<file path="config.mk">
export PLATFORM = sky130hd
export DESIGN_NAME = clk_div_n
export DESIGN_NICKNAME = d
export VERILOG_FILES = /design/src/rtl/clk_div_n.sv
export SDC_FILE = /design/constraint.sdc
export NUM_CORES = 1
export LEC_CHECK = 0
export ABC_AREA = 1
export ABC_CLOCK_PERIOD_IN_PS = 3600
export CAP_MARGIN = 40
export CORE_MARGIN = 5
export CORE_UTILIZATION = 55
export CTS_BUF_LIST = sky130_fd_sc_hd__clkbuf_8
export DETAILED_ROUTE_END_ITERATION = 12
export PLACE_DENSITY = 0.91
export SLEW_MARGIN = 20
export SYNTH_ARGS = -nofsm -noshare
export SYNTH_HDL_FRONTEND = slang
export SYNTH_SLANG_ARGS = --single-unit
</file>
<file path="constraint.sdc">
create_clock -name clk -period 3.6 [get_ports clk]
set_clock_uncertainty 0.15 [all_clocks]
set_input_delay 0.36 -clock clk [delete_from_list [all_inputs] [get_ports clk]]
set_output_delay 0.36 -clock clk [all_outputs]
set_load 0.02 [all_outputs]
</file>
<file path="src/rtl/clk_div_n.sv">
// Programmable integer clock divider: 50% duty for even/odd divisors or a
// single-cycle pulse, with glitch-free divisor/mode updates at period ends.
module clk_div_n #(
    parameter int unsigned WIDTH       = 8,
    parameter int unsigned DEFAULT_DIV = 2
) (
    input  logic             clk,
    input  logic             rst,
    input  logic             en,
    input  logic [WIDTH-1:0] div,
    input  logic             mode,
    output logic             clk_out,
    output logic             tick,
    output logic [WIDTH-1:0] cur_div
);

    localparam logic [WIDTH-1:0] DIV_RST = WIDTH'(DEFAULT_DIV);
    localparam logic [WIDTH-1:0] CNT_RST = WIDTH'(DEFAULT_DIV - 1);
    localparam logic [WIDTH-1:0] ONE     = WIDTH'(1);
    localparam logic [WIDTH-1:0] TWO     = WIDTH'(2);
    localparam logic [WIDTH:0]   ONE_X   = (WIDTH+1)'(1);

    logic [WIDTH-1:0] cur_div_q, cur_div_d;
    logic [WIDTH-1:0] cnt_q, cnt_d;
    logic             cur_mode_q, cur_mode_d;
    logic             p_q, p_d;
    logic             n_q;
    logic             tick_q, tick_d;

    logic [WIDTH-1:0] eff_div;
    logic [WIDTH-1:0] cnt_nxt;
    logic [WIDTH:0]   half;
    logic             wrap;

    always_comb begin
        eff_div    = (div < TWO) ? TWO : div;
        wrap       = (cnt_q == cur_div_q - ONE);
        cnt_nxt    = wrap ? '0 : cnt_q + ONE;
        // One extra bit so (2^WIDTH-1)+1 does not overflow
        half       = ({1'b0, cur_div_q} + ONE_X) >> 1;
        cur_div_d  = cur_div_q;
        cur_mode_d = cur_mode_q;
        cnt_d      = cnt_q;
        p_d        = p_q;
        tick_d     = 1'b0;
        if (!en) begin
            cnt_d      = eff_div - ONE;
            p_d        = 1'b0;
            cur_div_d  = eff_div;
            cur_mode_d = mode;
        end else begin
            cnt_d  = cnt_nxt;
            tick_d = (cnt_nxt == '0);
            if (cur_mode_q) begin
                p_d = (cnt_nxt == '0);
            end else begin
                p_d = ({1'b0, cnt_nxt} < half);
            end
            if (wrap) begin
                cur_div_d  = eff_div;
                cur_mode_d = mode;
            end
        end
    end

    always_ff @(posedge clk or posedge rst) begin
        if (rst) begin
            cur_div_q  <= DIV_RST;
            cur_mode_q <= 1'b0;
            cnt_q      <= CNT_RST;
            p_q        <= 1'b0;
            tick_q     <= 1'b0;
        end else begin
            cur_div_q  <= cur_div_d;
            cur_mode_q <= cur_mode_d;
            cnt_q      <= cnt_d;
            p_q        <= p_d;
            tick_q     <= tick_d;
        end
    end

    // Half-cycle delayed copy stretches odd-divisor high phase by 0.5 cycle
    always_ff @(negedge clk or posedge rst) begin
        if (rst) begin
            n_q <= 1'b0;
        end else begin
            n_q <= p_q;
        end
    end

    assign clk_out = (!cur_mode_q && cur_div_q[0]) ? (p_q & n_q) : p_q;
    assign tick    = tick_q;
    assign cur_div = cur_div_q;

endmodule

</file>
met2.png
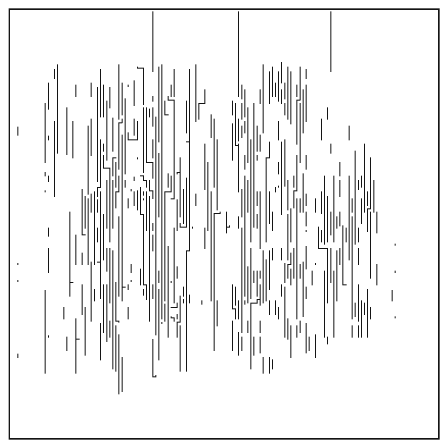
nets with wire on the layer: 229
longest straight run: 38.1 µm
met2 track demand over resource in global routing: 32.9%
final wirelength: 3.65 mm
count of vias placed by the detailed router: 1548

met3.png
Scale bar: 20 µm. Cells faint in the background.
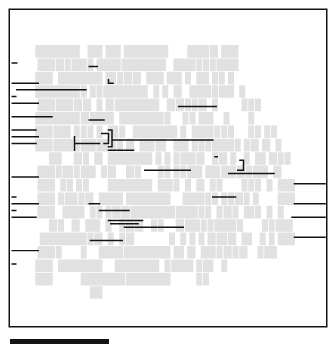
wire length on this layer: 220 µm
longest straight run: 20.5 µm
nets with wire on the layer: 35

met1.png
Supply wires on this layer in gray.
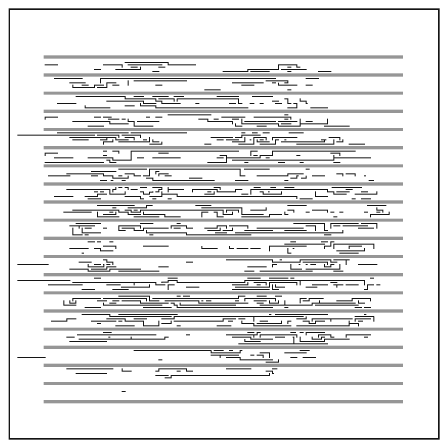
nets with wire on the layer: 252
longest straight run: 26.2 µm
wire length on this layer: 1660 µm
main direction: horizontal
share of all routed wire: 46%

gate_families.png
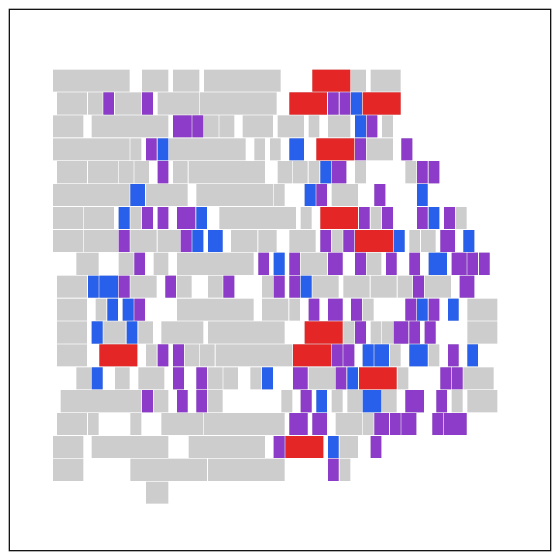
| color | family | cells | most used |
|---|---|---|---|
| blue | NOR gates | 36 | nor2_1 |
| purple | NAND gates | 82 | nand2_1 |
| red | adder and majority cells | 11 | ha_1 |
final standard cell count with taps included and fillers excluded: 292
logic share of the area: 50.4%

==> flow_results.xml <==
<?xml version="1.0" encoding="UTF-8"?>
<metrics>
  <group name="worst_setup_path">
    <metric name="worstSetupEndpointType" unit="">output pin</metric>
    <metric name="critical-path-max-stage-delay" unit="ns">0.34</metric>
    <metric name="rr_worst_depth" unit="">17</metric>
    <metric name="cp.buffers_inverters" unit="">1</metric>
    <metric name="r2r_slack" unit="ns">0.59</metric>
    <metric name="worstSetupEndpoint" unit="">clk_out</metric>
    <metric name="crit_path_cell_trace" unit="">o31a_1 -&gt; dlygate4sd2_1</metric>
    <metric name="cp_top_family" unit="">flip-flops</metric>
    <metric name="crit_path_start" unit="">n_q</metric>
  </group>
  <group name="timing">
    <metric name="hold-worst-slack" unit="ns">0.362</metric>
    <metric name="unrepaired_setup_endpoints_after_global_routing" unit="">false</metric>
    <metric name="slew_violations" unit="">0</metric>
    <metric name="finalSetupViolations" unit="">0</metric>
    <metric name="worst_case_headroom_to_the_max_slew_limit" unit="%">71.8</metric>
    <metric name="finalHoldViolCount" unit="">0</metric>
  </group>
  <group name="clock_tree">
    <metric name="clockRootBuffer" unit="">sky130_fd_sc_hd__clkbuf_8</metric>
    <metric name="cts.path.max_buffers" unit="">2</metric>
    <metric name="number_of_buffers_created_by_cts" unit="">3</metric>
    <metric name="worstSkewPairLatency" unit="ns">0.26</metric>
    <metric name="htree_num_levels" unit="">1</metric>
  </group>
  <group name="layout">
    <metric name="relative_area_change_from_synthesis_to_final_layout" unit="%">18.5</metric>
    <metric name="final_cell_area_excluding_filler_cells" unit="µm²">1910</metric>
    <metric name="finalNetCount" unit="">285</metric>
    <metric name="n_fill_cell" unit="">222</metric>
    <metric name="insertedDiodeCount" unit="">0</metric>
  </group>
  <group name="die">
    <metric name="chip_area" unit="µm²">4120</metric>
    <metric name="initial_core_util" unit="%">58.0</metric>
    <metric name="num_rows" unit="">19</metric>
    <metric name="top_level_ports" unit="">22</metric>
  </group>
  <group name="routing">
    <metric name="wl_per_cell" unit="µm">12.5</metric>
    <metric name="drt-vias-per-instance" unit="">5.30</metric>
  </group>
  <group name="yosys">
    <metric name="ys_seq_elements" unit="">20</metric>
    <metric name="synth.top_cells.by_count" unit="">66 x sky130_fd_sc_hd__nand2_1, 32 x sky130_fd_sc_hd__inv_1, 28 x sky130_fd_sc_hd__nor2_1</metric>
    <metric name="synth-compound-area-share" unit="%">11.4</metric>
    <metric name="post_synth_mux_area_share" unit="%">0.698</metric>
    <metric name="top_cells_by_area" unit="">sky130_fd_sc_hd__dfrtp_1 26%, sky130_fd_sc_hd__nand2_1 15%, sky130_fd_sc_hd__ha_1 8.5%</metric>
    <metric name="synth_stat.cells" unit="">238</metric>
    <metric name="ys.flop_type" unit="">sky130_fd_sc_hd__dfrtp_1</metric>
    <metric name="yosys_area" unit="µm²">1610</metric>
    <metric name="mean_instance_size_in_the_synthesized_netlist" unit="µm²">6.78</metric>
    <metric name="number_of_instances_in_the_synthesized_netlist" unit="">238</metric>
    <metric name="enable_flop_cells" unit="">0</metric>
    <metric name="post_synth_fa_ha_maj_area_fraction" unit="%">8.53</metric>
    <metric name="post_synth_xor_area_fraction" unit="%">8.15</metric>
    <metric name="post_synth_num_cell_types" unit="">30</metric>
    <metric name="synthesis.yosys.warnings" unit="">0</metric>
    <metric name="synth-seq-area-share" unit="%">31.2</metric>
  </group>
  <group name="power_and_ir_drop">
    <metric name="static_leak" unit="nW">0.958</metric>
    <metric name="cellPowerDensity" unit="nW/µm²">378</metric>
  </group>
  <group name="job">
    <metric name="cap_viol_max_count" unit="">0</metric>
  </group>
  <group name="grt">
    <metric name="grt_remaining_overflow" unit="">0</metric>
    <metric name="grt_pass1_wl" unit="mm">6.35</metric>
  </group>
  <group name="status">
    <metric name="run_status" unit="">completed</metric>
  </group>
  <group name="worst_hold_path">
    <metric name="hold_path_class" unit="">in2async</metric>
  </group>
  <group name="place">
    <metric name="buffer_ports.inserted" unit="">21</metric>
  </group>
</metrics>
## worst min-delay path, cell delays in order
cell                              delay [ns]
sky130_fd_sc_hd__clkdlybuf4s50_1        0.39
sky130_fd_sc_hd__inv_1                  0.12
sky130_fd_sc_hd__buf_4                  0.27
## timing repair
action | CTS | global route
buffers inserted | 0 | 0
hold endpoints to repair | 0 | 0
setup endpoints to repair | 1 | 0
hold buffers | 0 | 0
resized | 1 | 0
## cell type report
type / instances / area, µm² / share of cell area (%)
multi-input combinational: 180 / 962 / 50.4
sequential: 20 / 503 / 26.3
timing repair buffer: 23 / 224 / 11.7
inverter: 34 / 128 / 6.68
clock buffer: 4 / 55.1 / 2.88
tap: 31 / 38.8 / 2.03
## state kept, by name, summed over array words and instances (netlist names)
signal      flops
cur_mode_q      1
n_q             1
cnt_q           8
cur_div         8
p_q             1
tick            1
## report_power, final
part           internal, W  leakage (nW)  switching, W
combinational     0.000112         0.688      0.000157
sequential        0.000251         0.242     0.0000352
clock            0.0000973        0.0288     0.0000698
## per-layer routing
metal	wire (µm)	share of wire (%)	track usage, %	vias up
li1	-	-	-	802
met1	1660	46	24.9	683
met2	1730	47	32.9	56
met3	219	6.0	1.58	7
met4	43	1.2	5.09	0
met5	0	0	0	-
## logic make-up (layout without fill, tap and decap cells)
family,Yosys count,after routing
DFF,20,20
adders and majority gates,11,11
muxes,1,1
AOI/OAI and AO/OA,33,33
xor gates and xnor gates,15,15
and+or+nand+nor,120,120
buffers and inverters,38,61
## metrics by stage
step	power, W	utilization [%]	setup WS [ns]
3_5_place_dp	0.000558	66.8	0.178
6_report	0.000723	68.7	0.0995
3_3_place_gp	0.000550	66.8	0.187
4_1_cts	0.000721	68.7	0.0977
5_1_grt	0.000779	68.7	0.0423
2_1_floorplan	0.000473	-	0.640
## placed cells by master, fill, tap and decap left out, types with 2 or more instances in the layout
| master | synthesis | layout |
|---|---|---|
| sky130_fd_sc_hd__nand2_1 | 66 | 66 |
| sky130_fd_sc_hd__inv_1 | 32 | 32 |
| sky130_fd_sc_hd__nor2_1 | 28 | 28 |
| sky130_fd_sc_hd__o21ai_0 | 20 | 20 |
| sky130_fd_sc_hd__clkdlybuf4s50_1 | 0 | 20 |
| sky130_fd_sc_hd__dfrtp_1 | 17 | 17 |
| sky130_fd_sc_hd__nand3_1 | 11 | 11 |
| sky130_fd_sc_hd__ha_1 | 11 | 11 |
| sky130_fd_sc_hd__xor2_1 | 8 | 8 |
| sky130_fd_sc_hd__xnor2_1 | 7 | 7 |
| sky130_fd_sc_hd__a21oi_1 | 6 | 6 |
| sky130_fd_sc_hd__nor3_1 | 4 | 4 |
| sky130_fd_sc_hd__clkbuf_8 | 0 | 4 |
| sky130_fd_sc_hd__nor2_2 | 3 | 3 |
| sky130_fd_sc_hd__nand4_1 | 3 | 3 |
| sky130_fd_sc_hd__inv_2 | 2 | 2 |
| sky130_fd_sc_hd__or2_2 | 2 | 2 |
| sky130_fd_sc_hd__dfstp_2 | 2 | 2 |
| sky130_fd_sc_hd__buf_4 | 0 | 2 |
Power and IR drop assume default switching activity.
